<file path="src/rtl/tm_mem_arbiter.sv">
// -----------------------------------------------------------------------------
// tm_mem_arbiter
// Shares the single synchronous port of the Turing machine tape/transition
// memory between the program/input loader (requester 0) and the tape-execution
// engine (requester 1). A requester may lock the port across several cycles
// for read-modify-write sequences. A bounded hold counter forces the lock
// open when the other requester has waited MAX_HOLD cycles.
//
// Optional feature macro: TM_ARB_ROUND_ROBIN_EN
//   defined   : IDLE ties go to the requester not granted most recently
//   undefined : requester 0 always wins IDLE ties
//
// Ports
//   clock, reset            system clock, asynchronous active-high reset
//   req/lock/we/addr/wdata  per-requester access request (0 = loader, 1 = engine)
//   gnt0/gnt1               combinational grant, access accepted this cycle
//   rvalid/rdata            read return, one cycle after a granted read
//   mem_re/mem_we/mem_addr/mem_wdata/mem_rdata   memory pins
//   owner                   locked owner (00 none, 01 req0, 10 req1)
//   lock_err                one-cycle pulse after a forced lock release
// -----------------------------------------------------------------------------
module tm_mem_arbiter #(
  parameter int DW       = 4,
  parameter int AW       = 6,
  parameter int MAX_HOLD = 8
) (
  input  logic          clock,
  input  logic          reset,
  input  logic          req0,
  input  logic          req1,
  input  logic          lock0,
  input  logic          lock1,
  input  logic          we0,
  input  logic          we1,
  input  logic [AW-1:0] addr0,
  input  logic [AW-1:0] addr1,
  input  logic [DW-1:0] wdata0,
  input  logic [DW-1:0] wdata1,
  output logic          gnt0,
  output logic          gnt1,
  output logic          rvalid0,
  output logic          rvalid1,
  output logic [DW-1:0] rdata0,
  output logic [DW-1:0] rdata1,
  output logic          mem_re,
  output logic          mem_we,
  output logic [AW-1:0] mem_addr,
  output logic [DW-1:0] mem_wdata,
  input  logic [DW-1:0] mem_rdata,
  output logic [1:0]    owner,
  output logic          lock_err
);

  localparam int            CW        = $clog2(MAX_HOLD + 1);
  localparam logic [CW-1:0] HOLD_LAST = CW'(MAX_HOLD - 1);
  localparam logic [CW-1:0] HOLD_MAX  = CW'(MAX_HOLD);

  // State encoding doubles as the owner output encoding.
  typedef enum logic [1:0] {
    ST_IDLE = 2'b00,
    ST_OWN0 = 2'b01,
    ST_OWN1 = 2'b10
  } state_t;

  state_t        r_state;
  state_t        w_next;
  logic [CW-1:0] r_hold;
  logic          r_force0;
  logic          r_force1;
  logic          r_lock_err;
  logic          r_rvalid0;
  logic          r_rvalid1;
  logic [DW-1:0] r_rdata0;
  logic [DW-1:0] r_rdata1;
  logic          w_gnt0;
  logic          w_gnt1;
  logic          w_timeout;
  logic          w_tie_to1;
  logic          w_other_req;
`ifdef TM_ARB_ROUND_ROBIN_EN
  logic          r_last;
`endif

  // Tie-break choice for IDLE: a pending force flag beats the priority rule.
  always_comb begin
`ifdef TM_ARB_ROUND_ROBIN_EN
    w_tie_to1 = ~r_last;
`else
    w_tie_to1 = 1'b0;
`endif
    if (r_force0) begin
      w_tie_to1 = 1'b0;
    end else if (r_force1) begin
      w_tie_to1 = 1'b1;
    end
  end

  // The requester that does not currently own the locked port.
  assign w_other_req = (r_state == ST_OWN0) ? req1 :
                       (r_state == ST_OWN1) ? req0 : 1'b0;

  // Next-state and raw grant logic.
  always_comb begin
    w_next    = r_state;
    w_gnt0    = 1'b0;
    w_gnt1    = 1'b0;
    w_timeout = 1'b0;
    case (r_state)
      ST_IDLE: begin
        if (req0 && (!req1 || !w_tie_to1)) begin
          w_gnt0 = 1'b1;
          if (lock0) w_next = ST_OWN0;
        end else if (req1) begin
          w_gnt1 = 1'b1;
          if (lock1) w_next = ST_OWN1;
        end
      end
      ST_OWN0: begin
        w_gnt0 = req0;
        // A lock drop on the timeout cycle is an ordinary release.
        if (!lock0) begin
          w_next = ST_IDLE;
        end else if (w_other_req && (r_hold == HOLD_LAST)) begin
          w_next    = ST_IDLE;
          w_timeout = 1'b1;
        end
      end
      ST_OWN1: begin
        w_gnt1 = req1;
        if (!lock1) begin
          w_next = ST_IDLE;
        end else if (w_other_req && (r_hold == HOLD_LAST)) begin
          w_next    = ST_IDLE;
          w_timeout = 1'b1;
        end
      end
      default: w_next = ST_IDLE;
    endcase
  end

  // Nothing is granted while reset is asserted.
  assign gnt0 = w_gnt0 & ~reset;
  assign gnt1 = w_gnt1 & ~reset;

  assign mem_re    = (gnt0 & ~we0) | (gnt1 & ~we1);
  assign mem_we    = (gnt0 & we0) | (gnt1 & we1);
  assign mem_addr  = gnt0 ? addr0  : (gnt1 ? addr1  : {AW{1'b0}});
  assign mem_wdata = gnt0 ? wdata0 : (gnt1 ? wdata1 : {DW{1'b0}});

  // FSM state, hold counter, force flags and error pulse.
  always_ff @(posedge clock or posedge reset) begin
    if (reset) begin
      r_state    <= ST_IDLE;
      r_hold     <= {CW{1'b0}};
      r_force0   <= 1'b0;
      r_force1   <= 1'b0;
      r_lock_err <= 1'b0;
    end else begin
      r_state    <= w_next;
      r_lock_err <= w_timeout;
      if (r_state == ST_IDLE) begin
        r_hold <= {CW{1'b0}};
      end else if (w_other_req && (r_hold != HOLD_MAX)) begin
        r_hold <= r_hold + {{(CW-1){1'b0}}, 1'b1};
      end
      // Force flags live for exactly one IDLE cycle after a timeout.
      if (r_state == ST_IDLE) begin
        r_force0 <= 1'b0;
        r_force1 <= 1'b0;
      end else if (w_timeout) begin
        r_force0 <= (r_state == ST_OWN1);
        r_force1 <= (r_state == ST_OWN0);
      end
    end
  end

`ifdef TM_ARB_ROUND_ROBIN_EN
  // Most recent IDLE winner; starts at 1 so requester 0 wins the first tie.
  always_ff @(posedge clock or posedge reset) begin
    if (reset) begin
      r_last <= 1'b1;
    end else if ((r_state == ST_IDLE) && (gnt0 || gnt1)) begin
      r_last <= gnt1;
    end
  end
`endif

  // Read return tracking; rdata latches the returned word for holding.
  always_ff @(posedge clock or posedge reset) begin
    if (reset) begin
      r_rvalid0 <= 1'b0;
      r_rvalid1 <= 1'b0;
      r_rdata0  <= {DW{1'b0}};
      r_rdata1  <= {DW{1'b0}};
    end else begin
      r_rvalid0 <= gnt0 & ~we0;
      r_rvalid1 <= gnt1 & ~we1;
      if (r_rvalid0) r_rdata0 <= mem_rdata;
      if (r_rvalid1) r_rdata1 <= mem_rdata;
    end
  end

  // The memory word arrives in the rvalid cycle itself, so it is forwarded
  // then and the latched copy is shown on every other cycle.
  assign rvalid0  = r_rvalid0;
  assign rvalid1  = r_rvalid1;
  assign rdata0   = r_rvalid0 ? mem_rdata : r_rdata0;
  assign rdata1   = r_rvalid1 ? mem_rdata : r_rdata1;
  assign owner    = r_state;
  assign lock_err = r_lock_err;

endmodule

</file>
<file path="config.mk">
export PLATFORM = sky130hd
export DESIGN_NAME = tm_mem_arbiter
export DESIGN_NICKNAME = d
export VERILOG_FILES = /design/src/rtl/tm_mem_arbiter.sv
export SDC_FILE = /design/constraint.sdc
export NUM_CORES = 1
export LEC_CHECK = 0
export CAP_MARGIN = 20
export CORE_MARGIN = 4
export CORE_UTILIZATION = 45
export CTS_BUF_LIST = sky130_fd_sc_hd__clkbuf_8
export DETAILED_ROUTE_END_ITERATION = 6
export HOLD_SLACK_MARGIN = 0.15
export PLACE_DENSITY = 0.95
export SLEW_MARGIN = 20
export SYNTH_ARGS = -nofsm -noshare
export SYNTH_HDL_FRONTEND = slang
export SYNTH_SLANG_ARGS = --single-unit
</file>
<file path="constraint.sdc">
create_clock -name clock -period 5.85 [get_ports clock]
set_input_delay 1.755 -clock clock [delete_from_list [all_inputs] [get_ports clock]]
set_output_delay 1.755 -clock clock [all_outputs]
set_load 0.05 [all_outputs]
</file>
wires.png
Scale bar: 20 um.
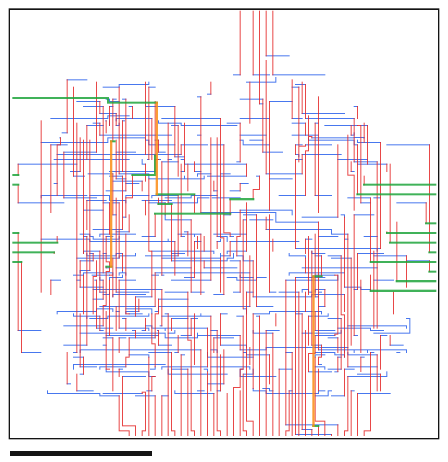
| colour | layer | wire length |
|---|---|---|
| orange | metal 4 | 51.7 um |
| red | metal 2 | 1930 um |
| green | metal 3 | 126 um |
| blue | metal 1 | 1290 um |
DRT Wirelength: 3.39 mm
routed vias: 1123
detailed-route wire length per cell: 15.9 um
global-route usage over all layers: 0.203

placement.png
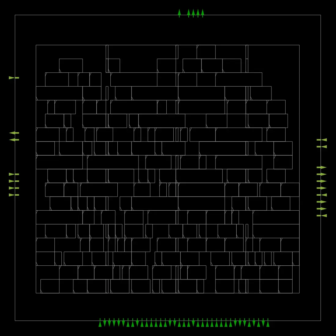
number of fill cells in the layout: 182
Layout Utilization: 0.734
number of cells in the finished layout apart from fillers: 214
sequential fraction of total cell area: 0.255

==> out/qor.log <==
INFO  outcome        status=finished clean
INFO  grt            grt_max_degree=17
INFO  logic_synthesis ys_cells=123
INFO  logic_synthesis syn_area=1230squm
INFO  placement      placement.cell_area=1820squm
INFO  hold_path      worst_hold_startpoint=r_rdata1[3]
INFO  layout         areaGrowthSynthToFinish=51.6%
INFO  floorplanning  core.rowCount=18
INFO  logic_synthesis synth_chip_area=1230squm
INFO  timing         tightestPinTransition=0.618ns
INFO  worst_setup_path critical_path_class=primary input to primary output
INFO  timing         timing.final.max_slew_violations=0
INFO  timing         skew=0.00196ns
INFO  layout         final_nets=224
INFO  logic_synthesis post_synth_most_frequent_cells=nand2_1, dfrtp_1, mux2i_1
INFO  layout         final_common_cell=clkdlybuf4s50_1
INFO  job            tool_warnings=31
INFO  cts            cts.hold.buffers_added=0
INFO  cts            clkTransAtPathRegs=0.07ns
INFO  power          cellPowerDensity=475nW/um^2
INFO  power          clockPowerShare=0.101
INFO  layout         final_layout_size_suffix_gt1_frac=0.163
INFO  floorplanning  die_height=60.3um
INFO  worst_setup_path arrival=3.79ns
INFO  worst_setup_path startpoint_type=primary input
INFO  floorplanning  core_area=2540squm
INFO  worst_setup_path setup.worst_path.end_class=primary output
INFO  logic_synthesis synthesis.area_per_instance=10.0squm
INFO  cts            ctsHtreeMaxLevel=1
INFO  placement      globalplace.congestion=0.860
INFO  worst_setup_path timing.rr.start=owner[0]
INFO  logic_synthesis syn_nets=162
INFO  grt            overflow=0
INFO  cts            cts.path.max_buffers=2
INFO  layout         final_cell_mix=clkdlybuf4s50_1, nand2_1, dfrtp_1, mux2i_1, buf_4
INFO  timing         worst_slew_margin_rel=0.586
INFO  cts            cts_tree=done
INFO  cts            clockRootBuffer=clkbuf_8
INFO  logic_synthesis synth_cell_types=32
INFO  cts            cts-buffers-inserted=3
INFO  layout         finish.instance_area=1870squm
INFO  logic_synthesis async_flop_share=1.00
INFO  timing         rsz_0062_raised_after_global_routing=no
INFO  cts            cts_num_sinks=19
INFO  logic_synthesis yosysTopAreaCellShare=0.386
INFO  logic_synthesis enable_flop_cells=0
INFO  timing         hold_viol=0
INFO  floorplanning  die_w=60.3um
INFO  power          p_int=439uW
INFO  logic_synthesis synth.yosys.warnings=0
INFO  routing        drt-initial-drc-count=46
INFO  routing        drt_pass1_iterations=4
INFO  hold_path      worst_min_delay_path_class=register to register
INFO  timing         aggregate_negative_setup_slack=0ns
==> kinds of logic (layout without fill, tap and decap cells) <==
| logic type | Yosys count | count (layout) | synth area share |
|---|---|---|---|
| flops | 19 | 19 | 0.386 |
| xor+xnor | 2 | 2 | 0.0142 |
| compound gates | 15 | 15 | 0.110 |
| fa+ha+maj | 7 | 7 | 0.0711 |
| mux | 22 | 22 | 0.189 |
| simple gates | 48 | 48 | 0.199 |
| buf+inv | 10 | 71 | 0.0315 |
==> state kept, by name (all words and copies together), names as in the netlist <==
register  count
lock_err      1
r_force1      1
r_rdata0      4
owner         2
rvalid0       1
r_hold        4
r_force0      1
rvalid1       1
r_rdata1      4
==> worst paths after layout <==
| check | end | cells past startpoint |
|---|---|---|
| max | mem_we | 6 |
| min | r_rdata1[3] | 1 |
| max reg2reg | r_force0 | 6 |
| min reg2reg | r_rdata1[3] | 1 |
| max in group asynchronous | r_rdata0[0] | 3 |
| min in group asynchronous | r_force1 | 2 |
==> metrics by stage <==
| step | utilization | setup slack, ns | total power, mW | std cells |
|---|---|---|---|---|
| after floorplan | - | 0.409 | 0.624 | 123 |
| final | 0.734 | 0.306 | 0.888 | 214 |
| after detailed placement | 0.716 | 0.312 | 0.806 | 210 |
| after CTS | 0.734 | 0.317 | 0.897 | 214 |
| after global placement | 0.716 | 0.353 | 0.785 | 210 |
| after global routing | 0.734 | 0.216 | 0.940 | 214 |
==> metal layers <==
layer / GRT usage / routed length, um
met1: 0.214 / 1290
met2: 0.404 / 1930
met3: 0.0404 / 126
met4: 0.0506 / 51
met5: 0 / 0
==> power groups by stage <==
stage / registers (mW) / logic [mW] / clock network [mW]
after floorplan: 0.225 / 0.400 / 0
after global placement: 0.202 / 0.584 / 0
after detailed placement: 0.206 / 0.600 / 0
after CTS: 0.204 / 0.601 / 0.0921
after global routing: 0.211 / 0.632 / 0.0965
final: 0.203 / 0.595 / 0.0895
==> layout make-up <==
class                   count  area (sq um)  area share
clock buffers               3          41.3      0.0221
multi-input cells          94           718       0.384
flip-flops and latches     19           475       0.255
inverters                   8          30.0      0.0161
clock inverters             1          5.00     0.00268
well taps                  30          37.5      0.0201
repair buffers             59           561       0.300
==> worst max-delay path: stages <==
cell and delay, ns:
clkdlybuf4s50_1 0.54, nand3b_1 0.12, a21oi_1 0.33, nor3_1 0.11
a22o_1 0.24, clkdlybuf4s50_1 0.70
Power and IR drop assume default switching activity.
